[src/rtl/obi_arb_pkg.sv]
// Shared types and helpers for the OBI round-robin arbiter.
// Bus widths, request bundle and ID width function.
package obi_arb_pkg;

  localparam int OBI_AW  = 32;
  localparam int OBI_DW  = 32;
  localparam int OBI_BEW = 4;

  function automatic int id_w(input int n);
    return (n <= 2) ? 1 : $clog2(n);
  endfunction

  typedef struct packed {
    logic [OBI_AW-1:0]  addr;
    logic               we;
    logic [OBI_BEW-1:0] be;
    logic [OBI_DW-1:0]  wdata;
  } obi_req_t;

endpackage

[src/rtl/obi_arb_id_fifo.sv]
// In-order ID FIFO: remembers which master owns each
// outstanding transaction.
module obi_arb_id_fifo #(
  parameter  int DEPTH = 2,
  parameter  int W     = 1,
  localparam int CW    = $clog2(DEPTH + 1),
  localparam int PW    = (DEPTH > 1) ? $clog2(DEPTH) : 1
) (
  input  logic          clk_i,
  input  logic          rst_i,
  input  logic          push_i,
  input  logic [W-1:0]  din_i,
  input  logic          pop_i,
  output logic          full_o,
  output logic          empty_o,
  output logic [W-1:0]  head_o,
  output logic [CW-1:0] count_o
);

  logic [W-1:0]  mem_q [DEPTH];
  logic [PW-1:0] wp_q, wp_d;
  logic [PW-1:0] rp_q, rp_d;
  logic [CW-1:0] cnt_q, cnt_d;
  logic          do_push, do_pop;

  function automatic logic [PW-1:0] inc(input logic [PW-1:0] p);
    return (p == PW'(DEPTH - 1)) ? '0 : p + PW'(1);
  endfunction

  assign full_o  = (cnt_q == CW'(DEPTH));
  assign empty_o = (cnt_q == '0);
  assign head_o  = mem_q[rp_q];
  assign count_o = cnt_q;

  assign do_push = push_i && !full_o;
  assign do_pop  = pop_i && !empty_o;

  always_comb begin
    wp_d  = do_push ? inc(wp_q) : wp_q;
    rp_d  = do_pop ? inc(rp_q) : rp_q;
    cnt_d = cnt_q;
    if (do_push && !do_pop)
      cnt_d = cnt_q + CW'(1);
    else if (do_pop && !do_push)
      cnt_d = cnt_q - CW'(1);
  end

  always_ff @(posedge clk_i or posedge rst_i) begin
    if (rst_i) begin
      wp_q  <= '0;
      rp_q  <= '0;
      cnt_q <= '0;
      mem_q <= '{default: '0};
    end else begin
      if (do_push)
        mem_q[wp_q] <= din_i;
      wp_q  <= wp_d;
      rp_q  <= rp_d;
      cnt_q <= cnt_d;
    end
  end

endmodule

[src/rtl/obi_rr_arbiter.sv]
// Round-robin OBI arbiter: N masters onto one slave port,
// with lock-until-grant and in-order response routing.
module obi_rr_arbiter
  import obi_arb_pkg::*;
#(
  parameter int NUM_MASTERS     = 2,
  parameter int MAX_OUTSTANDING = 2
) (
  input  logic                                 clk_i,
  input  logic                                 wb_rst_i,
  input  logic [NUM_MASTERS-1:0]               m_req_i,
  output logic [NUM_MASTERS-1:0]               m_gnt_o,
  input  logic [NUM_MASTERS-1:0][OBI_AW-1:0]   m_addr_i,
  input  logic [NUM_MASTERS-1:0]               m_we_i,
  input  logic [NUM_MASTERS-1:0][OBI_BEW-1:0]  m_be_i,
  input  logic [NUM_MASTERS-1:0][OBI_DW-1:0]   m_wdata_i,
  output logic [NUM_MASTERS-1:0]               m_rvalid_o,
  output logic [OBI_DW-1:0]                    m_rdata_o,
  output logic                                 req_o,
  input  logic                                 gnt_i,
  output logic [OBI_AW-1:0]                    addr_o,
  output logic                                 we_o,
  output logic [OBI_BEW-1:0]                   be_o,
  output logic [OBI_DW-1:0]                    wdata_o,
  input  logic                                 rvalid_i,
  input  logic [OBI_DW-1:0]                    rdata_i,
  output logic                                 busy_o,
  output logic                                 proto_err_o
);

  localparam int IDW = id_w(NUM_MASTERS);
  localparam int CNW = $clog2(MAX_OUTSTANDING + 1);

  logic [IDW-1:0] rr_q, rr_d;
  logic [IDW-1:0] lock_idx_q, lock_idx_d;
  logic           locked_q, locked_d;
  logic           perr_q, perr_d;

  logic [IDW-1:0] rr_sel, sel, head;
  logic           any_req, hs, pop, full, empty;
  logic [CNW-1:0] count;
  obi_req_t       slv;

  // Lowest offset from rr_q wins, so scan offsets high to low.
  always_comb begin
    any_req = 1'b0;
    rr_sel  = '0;
    for (int k = NUM_MASTERS - 1; k >= 0; k--) begin
      if (m_req_i[(int'(rr_q) + k) % NUM_MASTERS]) begin
        any_req = 1'b1;
        rr_sel  = IDW'((int'(rr_q) + k) % NUM_MASTERS);
      end
    end
  end

  // A locked master stays selected even if it drops req.
  assign sel   = locked_q ? lock_idx_q : rr_sel;
  assign req_o = (locked_q || any_req) && !full && !wb_rst_i;
  assign hs    = req_o && gnt_i;
  assign pop   = rvalid_i && !empty;

  always_comb begin
    slv = '0;
    if (req_o) begin
      slv.addr  = m_addr_i[sel];
      slv.we    = m_we_i[sel];
      slv.be    = m_be_i[sel];
      slv.wdata = m_wdata_i[sel];
    end
  end

  assign addr_o  = slv.addr;
  assign we_o    = slv.we;
  assign be_o    = slv.be;
  assign wdata_o = slv.wdata;

  always_comb begin
    m_gnt_o    = '0;
    m_rvalid_o = '0;
    if (hs)
      m_gnt_o[sel] = 1'b1;
    if (pop)
      m_rvalid_o[head] = 1'b1;
  end

  assign m_rdata_o   = rdata_i;
  assign busy_o      = (count != '0) || req_o;
  assign proto_err_o = perr_q;

  always_comb begin
    rr_d       = rr_q;
    locked_d   = locked_q;
    lock_idx_d = lock_idx_q;
    perr_d     = perr_q || (rvalid_i && empty);
    if (hs) begin
      locked_d = 1'b0;
      rr_d     = IDW'((int'(sel) + 1) % NUM_MASTERS);
    end else if (req_o) begin
      locked_d   = 1'b1;
      lock_idx_d = sel;
    end
  end

  always_ff @(posedge clk_i or posedge wb_rst_i) begin
    if (wb_rst_i) begin
      rr_q       <= '0;
      locked_q   <= 1'b0;
      lock_idx_q <= '0;
      perr_q     <= 1'b0;
    end else begin
      rr_q       <= rr_d;
      locked_q   <= locked_d;
      lock_idx_q <= lock_idx_d;
      perr_q     <= perr_d;
    end
  end

  obi_arb_id_fifo #(
    .DEPTH (MAX_OUTSTANDING),
    .W     (IDW)
  ) u_id_fifo (
    .clk_i   (clk_i),
    .rst_i   (wb_rst_i),
    .push_i  (hs),
    .din_i   (sel),
    .pop_i   (pop),
    .full_o  (full),
    .empty_o (empty),
    .head_o  (head),
    .count_o (count)
  );

endmodule

[config.mk]
export PLATFORM = sky130hd
export DESIGN_NAME = obi_rr_arbiter
export DESIGN_NICKNAME = d
export VERILOG_FILES = /design/src/rtl/obi_arb_pkg.sv /design/src/rtl/obi_arb_id_fifo.sv /design/src/rtl/obi_rr_arbiter.sv
export SDC_FILE = /design/constraint.sdc
export NUM_CORES = 1
export LEC_CHECK = 0
export ABC_CLOCK_PERIOD_IN_PS = 1920
export CORE_AREA = 2 2 109 111
export CTS_CLUSTER_SIZE = 25
export DETAILED_ROUTE_END_ITERATION = 10
export DIE_AREA = 0 0 111 113
export HOLD_SLACK_MARGIN = 0.12
export PLACE_DENSITY = 0.79
export SLEW_MARGIN = 20
export SYNTH_ARGS = -nofsm -noshare
export SYNTH_HDL_FRONTEND = slang
export SYNTH_SLANG_ARGS = --single-unit
[constraint.sdc]
create_clock -name clk_i -period 1.92 [get_ports clk_i]
set_input_delay 0.288 -clock clk_i [delete_from_list [all_inputs] [get_ports clk_i]]
set_output_delay 0.288 -clock clk_i [all_outputs]
set_load 0.1 [all_outputs]
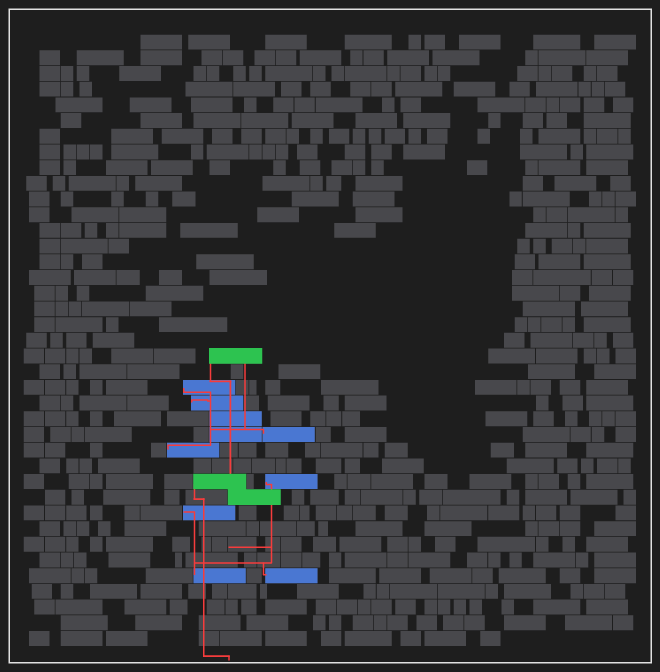
(images/clk_routes.png)
Red is clock wires, length 165 um. Green is clock drivers, count 3. Blue is flip-flops, count 10.
There are 4 routed clock nets.
power consumed by the clock network: 414 uW
clock latency on the worst-skew pair: 0.24 ns
Clock power frac: 0.036

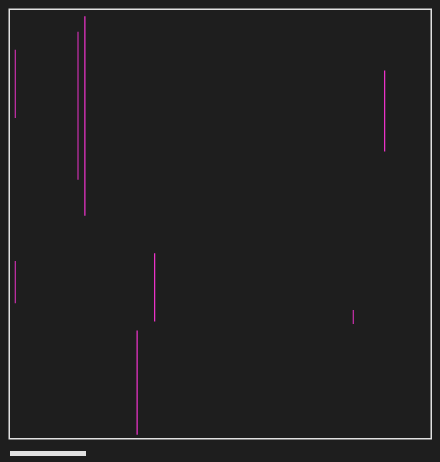
(images/layer_met4.png)
Scale bar: 20 um.
The layer holds 1.4% of the routed length. The wires run mostly vertical. The layer carries 189 um of wire. 8 nets have wire on it.
vias: 3677
final WL: 13500 um

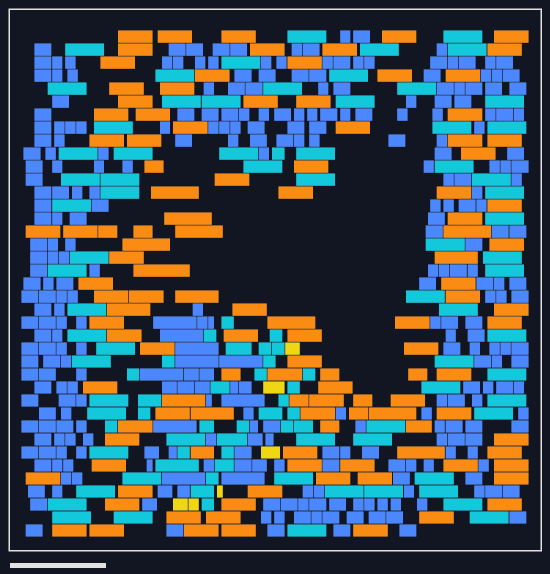
(images/sizes.png)
Scale bar: 20 um.
Cyan is _3 and _4 cells, cells 101, most used mux2i_4. Orange is _6 and larger, cells 117, most used buf_12. Blue is _0 and _1 cells, cells 312, most used clkdlybuf4s50_1. Yellow is _2 cells, cells 6, most used nor2b_2.

==> flow_summary.ini <==
; yosys + openroad results
[worst_hold_path]
hold-path-cell-count = 1
worst_hold_path_type = flip-flop to flip-flop
origin_of_the_worst_min_delay_path = proto_err_o
worstHoldEndpoint = proto_err_o

[critical_path]
worstPathRequired_ns = 1.63
regToRegEndpoint = u_id_fifo.count_o[1]
setup.worst_path.class = flip-flop to output port
rr_worst_depth = 7
slowest_stage = sky130_fd_sc_hd__or3_4
cp_max_fo = 8
cp_num_buf_inv = 3
worst_setup_path_end_kind = output port
worst-r2r-setup-slack_ns = 0.04
cp_slowest_stage_delay_ns = 0.46
cp.depth = 6
path_cells = or3_4 -> buf_12 -> clkbuf_16 -> nand4_1 -> mux2i_4 -> buf_12
arrival_time_reported_for_the_critical_path_endpoint_ns = 1.89
timing.critical_path.from_type = flip-flop
cp_top_family = simple AND/OR/NAND/NOR gates
timing.rr.start = locked_q
crit_top_cell = sky130_fd_sc_hd__buf_12

[pwr]
irDropWorstVdd_mv = 1.09
report.power.total_mw = 11.6
pd_cells_nw_per_um2 = 1630
total_leakage_power_nw = 2.56

[final_layout]
nNetsFinal = 714
final_area_um2 = 7120
diodes = 0
synthToLayoutAreaGrowth_pct = 179
layout-drive-gt1-share = 0.418

[synthesis]
synth_stat.cells = 343
area_share_of_the_largest_cell_type_after_synthesis = 0.338
ys.flops = 10
syn_inst = 343
syn_avg_cell_area_um2 = 7.45
synth.distinct_cells = 29
largest_area_cell = sky130_fd_sc_hd__nand4_1
synth.cells.most_frequent = sky130_fd_sc_hd__nand4_1 (138), sky130_fd_sc_hd__mux2i_1 (70), sky130_fd_sc_hd__buf_4 (32)
postSynthNetCount = 520
enable_flop_cells = 0
synth.most_common_cell = sky130_fd_sc_hd__nand4_1
ys.flop_type = sky130_fd_sc_hd__dfrtp_1
synth_async_sr_flop_share = 1.00
mapped_cell_area_um2 = 2550
top_cells_by_area = sky130_fd_sc_hd__nand4_1 (34%), sky130_fd_sc_hd__mux2i_1 (27%), sky130_fd_sc_hd__dfrtp_1 (9.8%)
yosysChipArea_um2 = 2550
sequential_fraction_of_the_synthesis_area = 0.0979
synthesis.yosys.warnings = 0

[placement]
place_area_um2 = 6580
routabilityCongestion = 0.870
dp_hpwl_um = 9830

[sta]
total_setup_violations_reported_at_the_end_of_the_flow = 73
achievable-frequency_mhz = 460
fin_hold_ws_ns = 0.459
timing_hold_violations_final = 0
setup_repair_after_global_routing_missed_its_margin = true
worst_clock_skew_ns = 0.000467
slew_at_the_pin_closest_to_its_max_slew_limit_ns = 0.531
timing.slew.headroom = 0.643
layout_min_cycle_time_ns = 2.17
timing.final.crit_share = 1.13
final.setup.worst_slack_ns = -0.255
drv_slew = 0

[grt]
grtUsageMet1 = 0.222
grt_usage = 0.199
grt-busiest-layer = met2
gr-total-overflow = 0
number_of_antenna_violations_at_the_first_check_in_global_routing = 0
grt_first_pass_wirelength_um = 20300
grt_use_met2 = 0.396
first_global_vias = 3716
largest_net_degree_at_the_start_of_global_routing = 74
globalRouteMet3Util = 0.0295

[flow_run]
log.warning_count = 29
cap_violations = 0

[floorplanning]
die_area_um2 = 12500
io-pin-count = 284
placement_rows = 39
core-area_um2 = 11300
floorplanUtilization = 0.227

[routing]
initial_drt_pass_iterations = 4
wire_per_inst_um = 19.9
initialDrtViolationCount = 223
post_drt_via_cell_ratio = 5.42
drc = 0
drt.antenna.violating_nets = 0

[clock_tree]
htree_num_levels = 1
ctsHoldBuffers = 0
cts-root-to-sink-buffers = 2
clock-sinks = 10
clock_tree.root_cell = sky130_fd_sc_hd__clkbuf_16
clkSlewWorstSetupHoldPaths_ns = 0.04
tritoncts = done

[status]
violated_checks = setup timing
outcome = complete, but fails checks
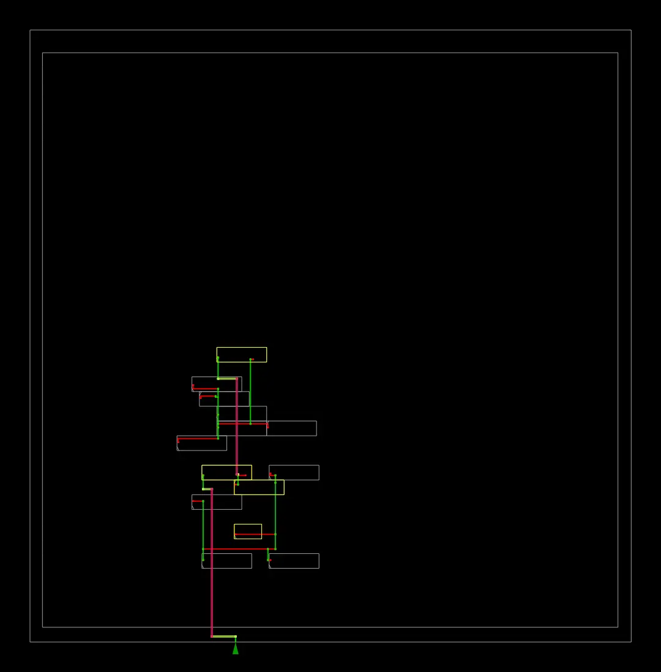
(images/clocks.png)
Layout clock buffers: 4
number of clock buffers inserted by TritonCTS: 3

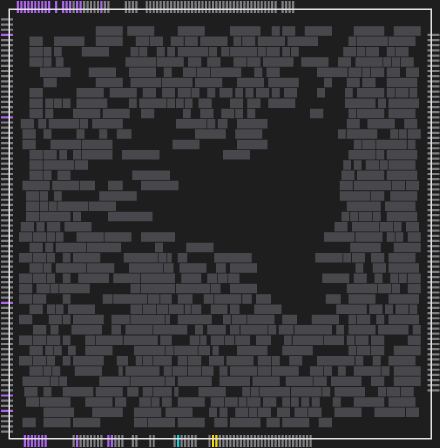
(images/io_placement.png)
Pins as bars across the die edge, other pins in grey.
Cyan is rvalid_i, pins 1, direction input, edge south. Yellow is m_req_i, pins 2, direction input, edge south. Purple is rdata_i, pins 32, direction input, edge 17 north, 10 south, 5 west.
All pins by edge: 81 west, 71 north, 70 east, 62 south.
I/O Buffers: 219
die boundary height: 113 um
die outline width: 111 um

## layer usage
layer  up-vias  share of wire
met5         -              0
met4         0          0.014
met3        16          0.061
met2       190           0.56
met1      1754           0.36
li1       1717              -
## sequential cells by signal, summed over array words and instances (netlist names)
| name | cells |
|---|---|
| rr_q | 1 |
| u_id_fifo.mem_q | 2 |
| lock_idx_q | 1 |
| proto_err_o | 1 |
| u_id_fifo.count_o | 2 |
| u_id_fifo.wp_q | 1 |
| u_id_fifo.rp_q | 1 |
| locked_q | 1 |
## how the worst max path moves through the flow
stage | slack (ns) | end | startpoint
global placement | -0.41 | wdata_o[11] | m_req_i[0]
CTS | -0.26 | addr_o[16] | rr_q
finish | -0.25 | wdata_o[11] | locked_q
floorplan | -0.30 | addr_o[11] | rr_q
detailed placement | -0.46 | wdata_o[22] | m_req_i[1]
global route | -0.34 | wdata_o[22] | locked_q
## cells in the final DEF (no fill, tap or decap), drive strengths merged, types with 2 or more instances in the layout
cell type / count
nand2b: 2
a41oi: 2
nor2b: 5
buf: 131
clkdlybuf4s50: 141
xnor2: 3
xor2: 2
dfrtp: 10
o21ai: 3
mux2i: 70
nand4: 138
nor2: 3
inv: 3
clkbuf: 6
a31oi: 2
## where the power goes
| group | switching (mW) | leakage [nW] | internal [mW] |
|---|---|---|---|
| Sequential | 0.0953 | 0.114 | 0.310 |
| Clock | 0.101 | 0.0442 | 0.313 |
| Combinational | 6.21 | 2.40 | 4.56 |
| Total | 6.41 | 2.56 | 5.18 |
## layout make-up
cell class                      instances  area (um2)
Fill cell                             857        4160
Multi-Input combinational cell        242        2740
Tap cell                              143         179
Sequential cell                        10         250
Inverter                                3        13.8
Clock buffer                            4        88.8
Timing Repair Buffer                  277        3840
## cells by family (layout without fill, tap and decap cells)
logic type | after synthesis | after routing | synth area share
mux | 71 | 71 | 0.280
buf+inv | 91 | 284 | 0.198
compound gates | 11 | 11 | 0.0299
simple gates | 154 | 154 | 0.372
flops | 10 | 10 | 0.0979
xor+xnor | 5 | 5 | 0.0171
fa+ha+maj | 1 | 1 | 0.00490
## repair_timing
action | CTS | global route
endpoints found under the hold margin | 0 | 0
setup buffers | 12 | 1
endpoints found under the setup margin | 74 | 74
cloned | 8 | 2
pin swaps | 58 | 22
gates resized | 32 | 4
## stage by stage
step / setup WS [ns] / TNS (ns) / instances / utilization
after CTS: -0.256 / -15.98 / 678 / 0.628
after floorplan: -0.301 / -15.50 / 343 / -
after detailed placement: -0.457 / -29.02 / 654 / 0.584
final: -0.255 / -15.35 / 679 / 0.631
after global routing: -0.336 / -20.91 / 679 / 0.631
after global placement: -0.405 / -26.03 / 654 / 0.584
Power is estimated from default activity; no workload was simulated.
